===== config.mk =====
export PLATFORM = sky130hd
export DESIGN_NAME = cdb_broadcast_queue
export DESIGN_NICKNAME = d
export VERILOG_FILES = /design/src/rtl/cdb_broadcast_queue.sv
export SDC_FILE = /design/constraint.sdc
export NUM_CORES = 1
export LEC_CHECK = 0
export CORE_UTILIZATION = 49
export CTS_CLUSTER_DIAMETER = 100
export DETAILED_ROUTE_END_ITERATION = 12
export PLACE_DENSITY = 0.78
export SYNTH_ARGS = -nofsm -noshare
export SYNTH_HDL_FRONTEND = slang
export SYNTH_SLANG_ARGS = --single-unit

===== constraint.sdc =====
create_clock -name clk -period 7.8 [get_ports clk]
set_input_delay 2.34 -clock clk [delete_from_list [all_inputs] [get_ports clk]]
set_output_delay 2.34 -clock clk [all_outputs]
set_load 0.1 [all_outputs]

===== src/rtl/cdb_broadcast_queue.sv =====
`default_nettype none
// ============================================================================
// Module   : cdb_broadcast_queue
// Purpose  : Captures FU done pulses, grants them round-robin into a FIFO and
//            presents the FIFO head (show-ahead) on the common data bus.
// Revision : 1.0
// ============================================================================

module cdb_broadcast_queue #(
  parameter int NUM_FU     = 4,
  parameter int DATA_WIDTH = 32,
  parameter int TAG_WIDTH  = 7,
  parameter int DEPTH      = 8
) (
  input  logic                             clk,
  input  logic                             rst,
  input  logic [NUM_FU-1:0]                fu_done,
  input  logic [NUM_FU*TAG_WIDTH-1:0]      fu_tag,
  input  logic [NUM_FU*DATA_WIDTH-1:0]     fu_result,
  output logic [NUM_FU-1:0]                fu_queued,
  output logic                             cdb_valid,
  output logic [TAG_WIDTH-1:0]             cdb_tag,
  output logic [DATA_WIDTH-1:0]            cdb_data,
  input  logic                             cdb_stall,
  output logic                             full,
  output logic                             empty,
  output logic [$clog2(DEPTH):0]           count
);

  localparam int RR_W     = $clog2(NUM_FU);
  localparam int SUM_W    = RR_W + 1;
  localparam int PTR_W    = $clog2(DEPTH);
  localparam int CNT_W    = PTR_W + 1;
  localparam int ENTRY_W  = TAG_WIDTH + DATA_WIDTH;

  localparam logic [SUM_W-1:0] NUM_FU_W = SUM_W'(NUM_FU);
  localparam logic [RR_W-1:0]  LAST_FU  = RR_W'(NUM_FU - 1);
  localparam logic [CNT_W-1:0] DEPTH_W  = CNT_W'(DEPTH);

  logic [NUM_FU-1:0]     pending_q, pending_d;
  logic [NUM_FU-1:0]     grant;
  logic [RR_W-1:0]       rr_q, rr_d;
  logic [RR_W-1:0]       grant_idx;
  logic [PTR_W-1:0]      wr_ptr_q, wr_ptr_d;
  logic [PTR_W-1:0]      rd_ptr_q, rd_ptr_d;
  logic [CNT_W-1:0]      count_q, count_d;
  logic [ENTRY_W-1:0]    mem_q [DEPTH];
  logic [ENTRY_W-1:0]    head;
  logic [ENTRY_W-1:0]    wr_entry;
  logic [TAG_WIDTH-1:0]  tag_arr [NUM_FU];
  logic [DATA_WIDTH-1:0] res_arr [NUM_FU];
  logic                  push;
  logic                  pop;
  logic                  space_ok;
  logic                  found;
  logic [SUM_W-1:0]      idx_sum;
  logic [RR_W-1:0]       idx;

  for (genvar gi = 0; gi < NUM_FU; gi++) begin : g_unpack
    assign tag_arr[gi] = fu_tag[gi*TAG_WIDTH +: TAG_WIDTH];
    assign res_arr[gi] = fu_result[gi*DATA_WIDTH +: DATA_WIDTH];
  end

  assign empty     = (count_q == '0);
  assign full      = (count_q == DEPTH_W);
  assign count     = count_q;
  assign cdb_valid = ~empty;
  assign pop       = cdb_valid & ~cdb_stall;
  // A pop in the same cycle frees the slot the new entry lands in.
  assign space_ok  = ~full | pop;

  always_comb begin
    grant     = '0;
    grant_idx = '0;
    found     = 1'b0;
    idx_sum   = '0;
    idx       = '0;
    for (int k = 0; k < NUM_FU; k++) begin
      idx_sum = {1'b0, rr_q} + SUM_W'(k);
      if (idx_sum >= NUM_FU_W) begin
        idx_sum = idx_sum - NUM_FU_W;
      end
      idx = idx_sum[RR_W-1:0];
      if (!found && space_ok && pending_q[idx]) begin
        found      = 1'b1;
        grant[idx] = 1'b1;
        grant_idx  = idx;
      end
    end
  end

  assign push      = found;
  assign fu_queued = grant;
  assign wr_entry  = {tag_arr[grant_idx], res_arr[grant_idx]};

  always_comb begin
    pending_d = (pending_q | fu_done) & ~grant;

    rr_d = rr_q;
    if (push) begin
      rr_d = (grant_idx == LAST_FU) ? '0 : grant_idx + RR_W'(1);
    end

    wr_ptr_d = push ? wr_ptr_q + PTR_W'(1) : wr_ptr_q;
    rd_ptr_d = pop  ? rd_ptr_q + PTR_W'(1) : rd_ptr_q;

    count_d = count_q;
    case ({push, pop})
      2'b10:   count_d = count_q + CNT_W'(1);
      2'b01:   count_d = count_q - CNT_W'(1);
      default: count_d = count_q;
    endcase
  end

  always_ff @(posedge clk) begin
    if (rst) begin
      pending_q <= '0;
      rr_q      <= '0;
      wr_ptr_q  <= '0;
      rd_ptr_q  <= '0;
      count_q   <= '0;
    end else begin
      pending_q <= pending_d;
      rr_q      <= rr_d;
      wr_ptr_q  <= wr_ptr_d;
      rd_ptr_q  <= rd_ptr_d;
      count_q   <= count_d;
    end
  end

  always_ff @(posedge clk) begin
    if (push) begin
      mem_q[wr_ptr_q] <= wr_entry;
    end
  end

  assign head     = mem_q[rd_ptr_q];
  assign cdb_tag  = cdb_valid ? head[ENTRY_W-1 -: TAG_WIDTH] : '0;
  assign cdb_data = cdb_valid ? head[DATA_WIDTH-1:0] : '0;

endmodule

`default_nettype wire


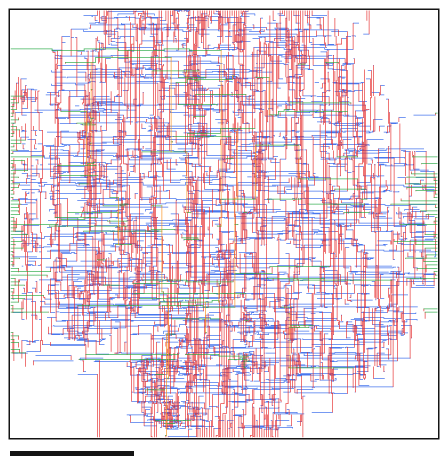
layers.png
Bar = 50 um.
legend:
  orange:
    layer: M4
    wire_length: 499 um
  green:
    layer: M3
    wire_length: 1780 um
  red:
    layer: M2
    wire_length: 15100 um
  blue:
    layer: M1
    wire_length: 11900 um
per-cell routed wire length: 22.2 um
routed via count: 7574

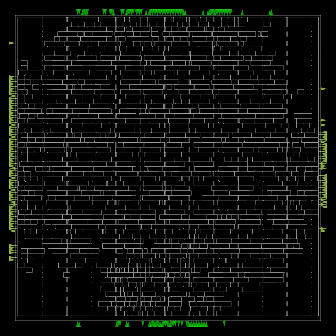
placed.png
floorplan row count: 62
flip-flop and latch share of the layout cell area: 0.549
Well-Tap Cells: 384
total core area: 28600 um2
Layout Cells excl Fill: 1319

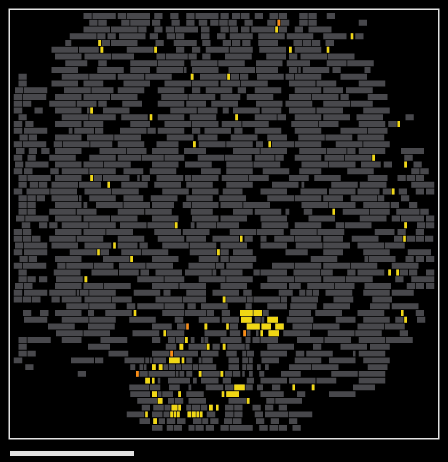
gates.png
Bar = 50 um.
legend:
  orange:
    family: inv cells
    cells: 5
  yellow:
    family: nor cells
    cells: 82

[worst min-delay path, delay by kind of cell (launching register included)]
| family | cells | cell delay [ns] |
|---|---|---|
| DFF | 1 | 0.31 |
| AOI/OAI and AO/OA | 2 | 0.18 |
[metrics by stage]
stage          instances   util
5_1_grt             1319  0.622
3_3_place_gp        1261  0.585
6_report            1319  0.622
4_1_cts             1319  0.622
3_5_place_dp        1261  0.585
2_1_floorplan        694      -
[cell type report]
class / instances / share of cell area
Tap cell: 384 / 0.0270
Sequential cell: 331 / 0.549
Clock buffer: 42 / 0.0506
Inverter: 5 / 0.00105
Multi-Input combinational cell: 314 / 0.240
Clock inverter: 16 / 0.00731
Timing Repair Buffer: 227 / 0.125
==> results.yml <==
# flow metrics
placed_design:
  port-buffer-count: 212
  routabilityCongestion: 0.811
  place_area_um2: 16800
  place_worst_setup_slack_ns: 1.48
  hpwlAfterDp_um: 16900
clock_network:
  cts.clk_slew.worst_paths_ns: 0.06
  postCtsSetupRepairBufs: 0
  post_cts_resize_count: 0
  clock.latency.late_pin_ns: 0.52
  cts_made_buffers: 34
  clockRootBuffer: "clkbuf_16"
  clock_tree.buffer_depth: 3
  tritoncts_num_sinks: 331
  cts_tree: "done"
  cts_hold_buf: 0
final_layout:
  final_layout_top_logic_cells: "312 x edfxtp_1, 208 x clkdlybuf4s50_1, 82 x mux4_2"
  largest_register_ffs: 312
  max_flop_register: "mem_q"
  layout.area.comb_um2: 4280
  fill_cells: 1955
  area_delta_synth_final_pct: 25.0
  final_layout_top_logic_cell: "edfxtp_1"
  fin_nets: 1087
  final_area_um2: 17800
  ratio_of_cells_with_drive_above_1_in_the_final_layout: 0.187
  flop_area_um2: 9760
  antenna_diode_count: 0
floorplanning:
  top_level_ports: 213
  die_y_size_um: 172
  fp.dieArea_um2: 29700
  fp_util: 0.497
  die_w_um: 172
grt:
  initial_antenna_violation_count: 0
  grt_max_degree: 58
  grt_most_used_layer: "met2"
  via_count_of_the_first_global_routing_pass: 7739
  groute.layer.met3.usage: 0.0366
  grt_util_met2: 0.348
  globalRoute.totalOverflow: 0
yosys:
  synthesized_area_fraction_occupied_by_and_or_nand_nor_cells: 0.0345
  mappedNetlistNets: 868
  synth_dominant_cell_count: "edfxtp_1"
  synth_cells: 694
  enable_flop_cells: 312
  synth.top_cell.area_share: 0.658
  syn_area_um2: 14200
  ys_chip_area_um2: 14200
  synth.distinct_cells: 42
  logic_family: "multiplexers"
  yosys_warnings: 0
  yosys.stat.seqShare: 0.685
  async_reset_ff_frac: 0
  ys.flop_type: "edfxtp_1"
  yosys-top-cells-area: "edfxtp_1 66%, mux4_2 13%, mux4_1 7.2%"
  synth_adder_area_share: 0.00967
  synth.ff_latch_count: 331
  multiplexer_fraction_of_the_synthesized_cell_area: 0.232
  yosys.area_share.aoi: 0.0158
  yosys.area.top_type: "edfxtp_1"
  avgSynthCellArea_um2: 20.5
setup_path:
  worst_setup_startpoint: "cdb_stall"
  timing.rr.end: "mem_q[0][10]"
  rr_worst_depth: 8
  critical-path-top-delay-family: "buffers and inverters"
  startpoint_type: "input pin"
  cpPeakStageDelay_ns: 0.47
  worst_ep_arrival_time_ns: 4.02
  levels_on_crit_path: 5
  critical_path.endpoint_type: "output port"
  r2r_slack_ns: 3.17
  worst_r2r_start: "rr_q[0]"
  destination_of_the_critical_timing_path: "fu_queued[3]"
  cp_cell_sequence: "clkdlybuf4s50_1 -> and2_1 -> nor3b_1 -> a221o_1 -> buf_4"
  cp.required_ns: 5.46
  crit_type: "in2out"
hold_path:
  hold_path.class: "reg2reg"
  worstHoldPathCells: 2
  hold_path_startpoint: "rd_ptr_q[1]"
detailed_routing:
  met2RoutedLength_um: 15100
  highest-signal-layer: "met4"
  detailroute.wirelength.met3_um: 1780
  ant_nets: 0
  drt_first_iter_violations: 488
  vias_per_cell: 5.74
  wirelength_met1_um: 11900
  postRouteWirelength_um: 29300
  route.detailed.drc: 0
final_timing:
  slew-limit-headroom: 0.250
  report.final.setup_viol: 0
  finalSetupTns_ns: 0
  final.period_utilization: 0.816
  worst_hold_slack_ns: 0.546
  final-hold-violation-count: 0
  grt_setup_unrepaired: "no"
  fin_crit_ns: 6.36
  fin_worst_skew_ns: 0.0218
  max_slew.worst_pin.slew_ns: 1.12
  slew_violations: 0
run_status:
  status: "complete, no violations"
job:
  max_cap_violations: 0
